==> images/cell_classes.png <==
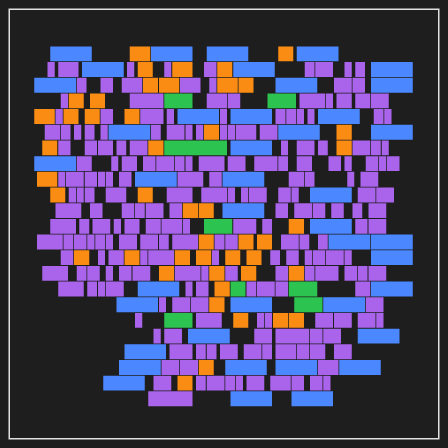
==> images/final_congestion.png <==
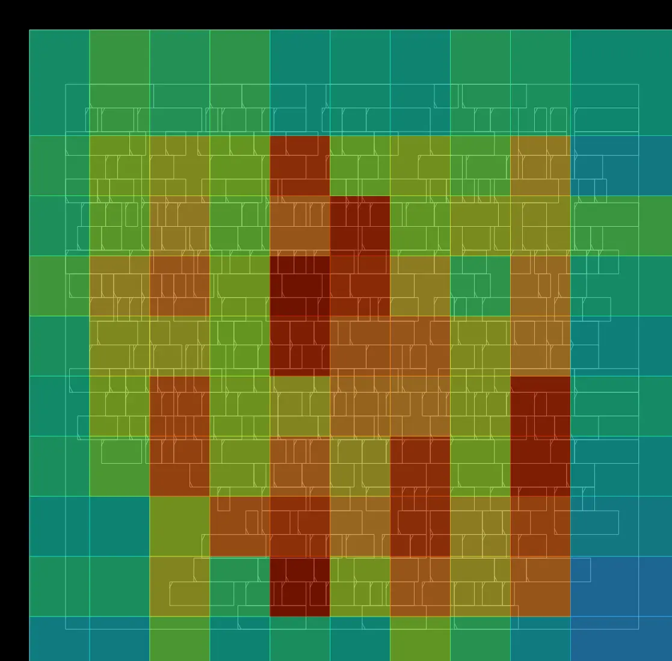
==> images/drive_strength.png <==
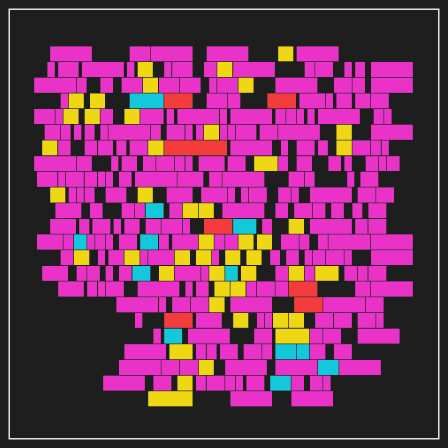
==> images/density.png <==
The die is cut into 7 by 7 equal tiles; black is low, pale yellow is high, 0 to 100% covered.
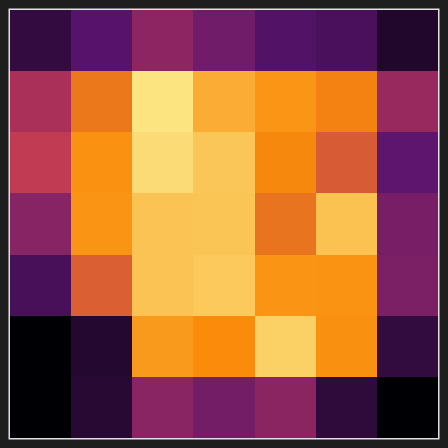
==> images/registers.png <==
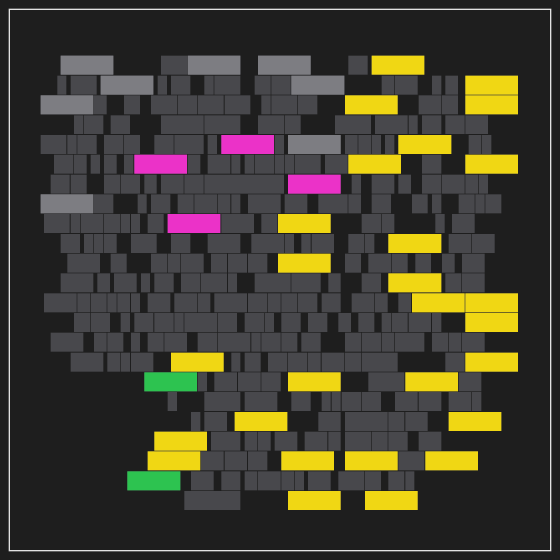
$ cat src/rtl/led_blinker_pkg.sv
// Shared types and default timing for the LED blinker and its board wrapper.
// The defaults give a 1 s blink, 0.5 s dark and a 2 s gap at 50 MHz.
package led_blinker_pkg;

    typedef enum logic [1:0] {
        ST_IDLE = 2'd0,
        ST_ON   = 2'd1,
        ST_OFF  = 2'd2,
        ST_GAP  = 2'd3
    } state_t;

    localparam int DEFAULT_ON_CYCLES  = 50_000_000;
    localparam int DEFAULT_OFF_CYCLES = 25_000_000;
    localparam int DEFAULT_GAP_CYCLES = 100_000_000;
    localparam int DEFAULT_CNT_W      = 4;
    localparam int DEFAULT_TIMER_W    = 27;

endpackage

$ cat src/rtl/blink_timer.sv
// Phase timer: a down-counter that is loaded on phase entry and holds at zero.
// The expired output is high while the count reads zero.
module blink_timer #(
    parameter int TIMER_W = 27
) (
    input  logic               clock,
    input  logic               reset,
    input  logic               load,
    input  logic [TIMER_W-1:0] load_value,
    output logic               expired
);

    logic [TIMER_W-1:0] value;

    // NOTE: sequential state uses non-blocking assignments so every flop samples pre-edge values.
    always_ff @(posedge clock) begin
        if (reset) begin
            value <= '0;
        end else if (load) begin
            value <= load_value;
        end else if (value != '0) begin
            value <= value - TIMER_W'(1);
        end
    end

    assign expired = (value == '0);

endmodule

$ cat src/rtl/led_blinker.sv
// Turns a one-cycle request strobe into N blinks on an active-low LED pin,
// with a one-deep queue for a request that arrives while a sequence runs.
module led_blinker
    import led_blinker_pkg::*;
#(
    parameter int ON_CYCLES  = DEFAULT_ON_CYCLES,
    parameter int OFF_CYCLES = DEFAULT_OFF_CYCLES,
    parameter int GAP_CYCLES = DEFAULT_GAP_CYCLES,
    parameter int CNT_W      = DEFAULT_CNT_W,
    parameter int TIMER_W    = DEFAULT_TIMER_W
) (
    input  logic             clock,
    input  logic             reset,
    input  logic             trigger,
    input  logic [CNT_W-1:0] blink_count,
    output logic             led_n,
    output logic             busy,
    output logic             pending,
    output logic             dropped
);

    state_t             state;
    state_t             state_nxt;
    logic [CNT_W-1:0]   remaining;
    logic [CNT_W-1:0]   queued;
    logic               expired;
    logic               start_req;
    logic               accept_direct;
    logic               take_queue;
    logic               timer_load;
    logic [TIMER_W-1:0] timer_value;

    assign start_req     = trigger && (blink_count != '0);
    assign accept_direct = (state == ST_IDLE) && !pending && start_req;

    // NOTE: every always_comb output gets a default first so no path can infer a latch.
    always_comb begin
        state_nxt  = state;
        take_queue = 1'b0;
        unique case (state)
            ST_IDLE: begin
                if (pending) begin
                    state_nxt  = ST_ON;
                    take_queue = 1'b1;
                end else if (start_req) begin
                    state_nxt = ST_ON;
                end
            end
            ST_ON: begin
                if (expired) state_nxt = ST_OFF;
            end
            ST_OFF: begin
                if (expired) state_nxt = (remaining == CNT_W'(1)) ? ST_GAP : ST_ON;
            end
            ST_GAP: begin
                if (expired) begin
                    if (pending) begin
                        state_nxt  = ST_ON;
                        take_queue = 1'b1;
                    end else begin
                        state_nxt = ST_IDLE;
                    end
                end
            end
            default: state_nxt = ST_IDLE;
        endcase
    end

    // Every transition changes state, so a state change marks phase entry.
    always_comb begin
        timer_load  = (state_nxt != state);
        timer_value = '0;
        unique case (state_nxt)
            ST_ON:   timer_value = TIMER_W'(ON_CYCLES - 1);
            ST_OFF:  timer_value = TIMER_W'(OFF_CYCLES - 1);
            ST_GAP:  timer_value = TIMER_W'(GAP_CYCLES - 1);
            default: timer_value = '0;
        endcase
    end

    blink_timer #(
        .TIMER_W (TIMER_W)
    ) u_timer (
        .clock      (clock),
        .reset      (reset),
        .load       (timer_load),
        .load_value (timer_value),
        .expired    (expired)
    );

    always_ff @(posedge clock) begin
        if (reset) begin
            state     <= ST_IDLE;
            remaining <= '0;
            queued    <= '0;
            pending   <= 1'b0;
            led_n     <= 1'b1;
            busy      <= 1'b0;
            dropped   <= 1'b0;
        end else begin
            state   <= state_nxt;
            led_n   <= (state_nxt != ST_ON);
            busy    <= (state_nxt != ST_IDLE);
            dropped <= 1'b0;

            if (accept_direct) begin
                remaining <= blink_count;
            end else if (take_queue) begin
                remaining <= queued;
            end else if ((state == ST_OFF) && expired) begin
                remaining <= remaining - CNT_W'(1);
            end

            if (take_queue) pending <= 1'b0;

            // A held request blocks the queue until it is consumed; extras are reported.
            if (start_req && !accept_direct) begin
                if (!pending) begin
                    queued  <= blink_count;
                    pending <= 1'b1;
                end else begin
                    dropped <= 1'b1;
                end
            end
        end
    end

endmodule

$ cat config.mk
export PLATFORM = sky130hd
export DESIGN_NAME = led_blinker
export DESIGN_NICKNAME = d
export VERILOG_FILES = /design/src/rtl/led_blinker_pkg.sv /design/src/rtl/blink_timer.sv /design/src/rtl/led_blinker.sv
export SDC_FILE = /design/constraint.sdc
export NUM_CORES = 1
export LEC_CHECK = 0
export CAP_MARGIN = 40
export CORE_MARGIN = 4
export CORE_UTILIZATION = 54
export DETAILED_ROUTE_END_ITERATION = 6
export PLACE_DENSITY = 0.75
export SKIP_LAST_GASP = 1
export SYNTH_ARGS = -nofsm -noshare
export SYNTH_HDL_FRONTEND = slang
export SYNTH_SLANG_ARGS = --single-unit
$ cat constraint.sdc
create_clock -name clock -period 3 [get_ports clock]
set_clock_uncertainty 0.15 [all_clocks]
set_input_delay 0.75 -clock clock [delete_from_list [all_inputs] [get_ports clock]]
set_output_delay 0.75 -clock clock [all_outputs]
set_load 0.1 [all_outputs]
==> reports/qor.csv <==
stage,metric,value,unit
logic_synthesis,synthSimpleGateAreaFrac,24.8,%
detailed_routing,vias_per_cell,5.92,
detailed_routing,ant_nets,0,
setup_path,path_class,flip-flop to flip-flop,
placement,port_buffers,10,
global_routing,grt_first_pass_wirelength,9340,um
clocking,clk_pin_slew,0.08,ns
run,maxCapViolations,0,
logic_synthesis,synthTopCellsByArea,"dfxtp_1 35%, ha_1 7.4%, xnor2_1 7.4%",
die,die_area,5510,um2
die,die_w,74.2,um
global_routing,grt_use_met2,37.1,%
cells_and_area,sh_comb_area,51.3,%
die,io_pins,11,
global_routing,grt_max_degree,15,
cells_and_area,inv_count,9,
setup_path,end_kind,flip-flop,
final_timing,finalSetupViolations,0,
power_and_ir_drop,p_comb_share,57.5,%
logic_synthesis,mux_share,3.01,%
setup_path,regToRegSetupSlack,0.14,ns
power_and_ir_drop,powerDensity,1110,nW/um2
detailed_routing,top_layer,met4,
power_and_ir_drop,seqPwrFrac,27.7,%
setup_path,timing.rr.end,u_timer.value[14]$_SDFFE_PP0P_,
global_routing,gr-total-overflow,0,
clocking,clkLatencyLatePin,0.30,ns
worst_hold_path,holdPathStages,2,
setup_path,slowest_stage,or4_4,
final_timing,hold_slack,0.352,ns
detailed_routing,met2_length,2680,um
clocking,cts_buffers,5,
clocking,ctsResizeCount,0,
power_and_ir_drop,ir_worst_vdd,0.000443,V
clocking,cts_tree,yes,
clocking,cts_buffer_depth,2,
setup_path,path_common_cell,buf_4,
cells_and_area,seq_share,28.6,%
cells_and_area,drive_gt1_share,20.6,%
cells_and_area,nonClkBufAreaFrac,12.6,%
final_timing,layout_setup_ws,0.144,ns
detailed_routing,drtPass1Iterations,4,
detailed_routing,route.detailed.wl_per_inst,15.3,um
logic_synthesis,yosys_warnings,0,
logic_synthesis,top_cell,dfxtp_1,
detailed_routing,m1WireLength,2550,um
setup_path,path_cells,or4_4 > nor3_4 > and4_1 > buf_4 > a211oi_1 > a21oi_2 > ha_1 > nor2_1 > o21ai_1 > buf_4 > o21ai_0,
clocking,numClockSinks,41,
power_and_ir_drop,powerSeq,879,uW
cells_and_area,areaGrowthSynthToFinish,21.1,%
final_timing,fin_crit,2.86,ns
die,rows,23,
logic_synthesis,syn_area,2370,um2
logic_synthesis,floorplan.nets,293,
power_and_ir_drop,total_power,3170,uW
cells_and_area,finalNonFillerCells,365,
power_and_ir_drop,powerClk,470,uW
setup_path,cp-endpoint,u_timer.value[14]$_SDFFE_PP0P_,
die,die_h,74.2,um
final_timing,fin_crit_sh,95.2,%
setup_path,arrival,2.88,ns
cells_and_area,register_area,821,um2
cells_and_area,largest_reg_flops,27,
die,num_tap_cells,50,
logic_synthesis,syn_avg_cell_area,8.71,um2
logic_synthesis,synth_stat.cells,272,
cells_and_area,signal_buffers,46,
global_routing,antenna_found_initial,0,
setup_path,r2r_start,u_timer.value[20]$_SDFFE_PP0P_,
logic_synthesis,synthXorXnorAreaFrac,8.87,%
outcome,status,completed,
cells_and_area,clock_cell_area_share,4.18,%
logic_synthesis,ff_type,dfxtp_1,
logic_synthesis,synthAoiAreaFrac,17.9,%
cells_and_area,fin_nets,335,
cells_and_area,comb_area,1470,um2
cells_and_area,fin_area,2870,um2
worst_hold_path,min_from,queued[3]$_SDFFE_PP0P_,
placement,dpl_cell_area,2750,um2
cells_and_area,num-fill-cells,316,
cells_and_area,final_cell_mix,"41 x dfxtp_1, 40 x buf_4, 29 x nor2_1",
setup_path,start_kind,flip-flop,
die,design.core.area,4120,um2
final_timing,maxSlewViolCount,0,
detailed_routing,via_count,2159,
logic_synthesis,synthDistinctLibCells,55,
power_and_ir_drop,p_int,1800,uW
setup_path,critPathMaxFanout,8,
detailed_routing,route.detailed.drc,0,
cells_and_area,layout_top_cell,dfxtp_1,
cells_and_area,clkbuf_count,6,
die,initCoreUtil,57.6,%
clocking,root_buffer,clkbuf_8,
placement,gp_congestion,0.836,
setup_path,required,3.02,ns
logic_synthesis,yosysChipArea,2370,um2
logic_synthesis,synth-edff-count,0,
cells_and_area,largestClassByArea,multi-input combinational cells,
placement,dp.cells,357,
power_and_ir_drop,power_leader,combinational logic,
final_timing,rsz0062_at_grt,no,
detailed_routing,routed_wl,5580,um
clocking,htreeDepth,2,
setup_path,r2r_cells,11,
setup_path,worstPathBufferInverterCount,2,
placement,pre_cts_slack,-0.0937,ns
final_timing,fmax,0.350,GHz
detailed_routing,drtIter0Drc,159,
cells_and_area,multi_input_comb_cells,211,
logic_synthesis,synth-async-reset-ratio,0,%
logic_synthesis,synth_flops,41,
placement,dp_hpwl,4040,um
setup_path,crit_cells,11,
worst_hold_path,min_to,remaining[3]$_SDFFE_PP0P_,
setup_path,slowest_delay,0.55,ns
global_routing,track_usage,22.1,%
logic_synthesis,synthTopLogicFamily,simple AND/OR/NAND/NOR gates,
final_timing,tightest_slew,0.563,ns
logic_synthesis,syn_inst,272,
clocking,hold_buffers,0,
power_and_ir_drop,switchingPower,1380,uW
logic_synthesis,synthAdderAreaFrac,7.39,%
cells_and_area,diodes,0,
setup_path,path_delay_family,simple AND/OR/NAND/NOR gates,
worst_hold_path,min-delay-path-class,flip-flop to flip-flop,
logic_synthesis,yosysTopAreaCell,dfxtp_1,
power_and_ir_drop,p_leak,0.00112,uW
cells_and_area,top_register,u_timer.value,
power_and_ir_drop,power_frac_clock,14.8,%
final_timing,finalHoldViolCount,0,
About cell_classes.png:
colour	class	cells	share of their area
blue	flip-flops	41	29%
orange	other buffers and delay cells	46	13%
green	clock drivers and dummy loads	8	4.3%
purple	all other logic	220	54%

About final_congestion.png:
met1 Usage GRT: 27.9%
final core occ: 69.7%
GR Util met3: 5.14%
most used routing layer in global routing: met2

About drive_strength.png:
colour	size	cells	share
magenta	drive 1 or less	250	79%
cyan	drive 2	12	3.8%
yellow	drive 3 to 4	46	15%
red	drive 6 and up	7	2.2%

About density.png:
fullest tile	94%
densest ninth of the die	centre
emptiest ninth of the die	lower left
mean over tiles	51%

About registers.png:
colour	name in the netlist	flops
green	state	2
yellow	u_timer.value	27
magenta	remaining	4
not coloured	8

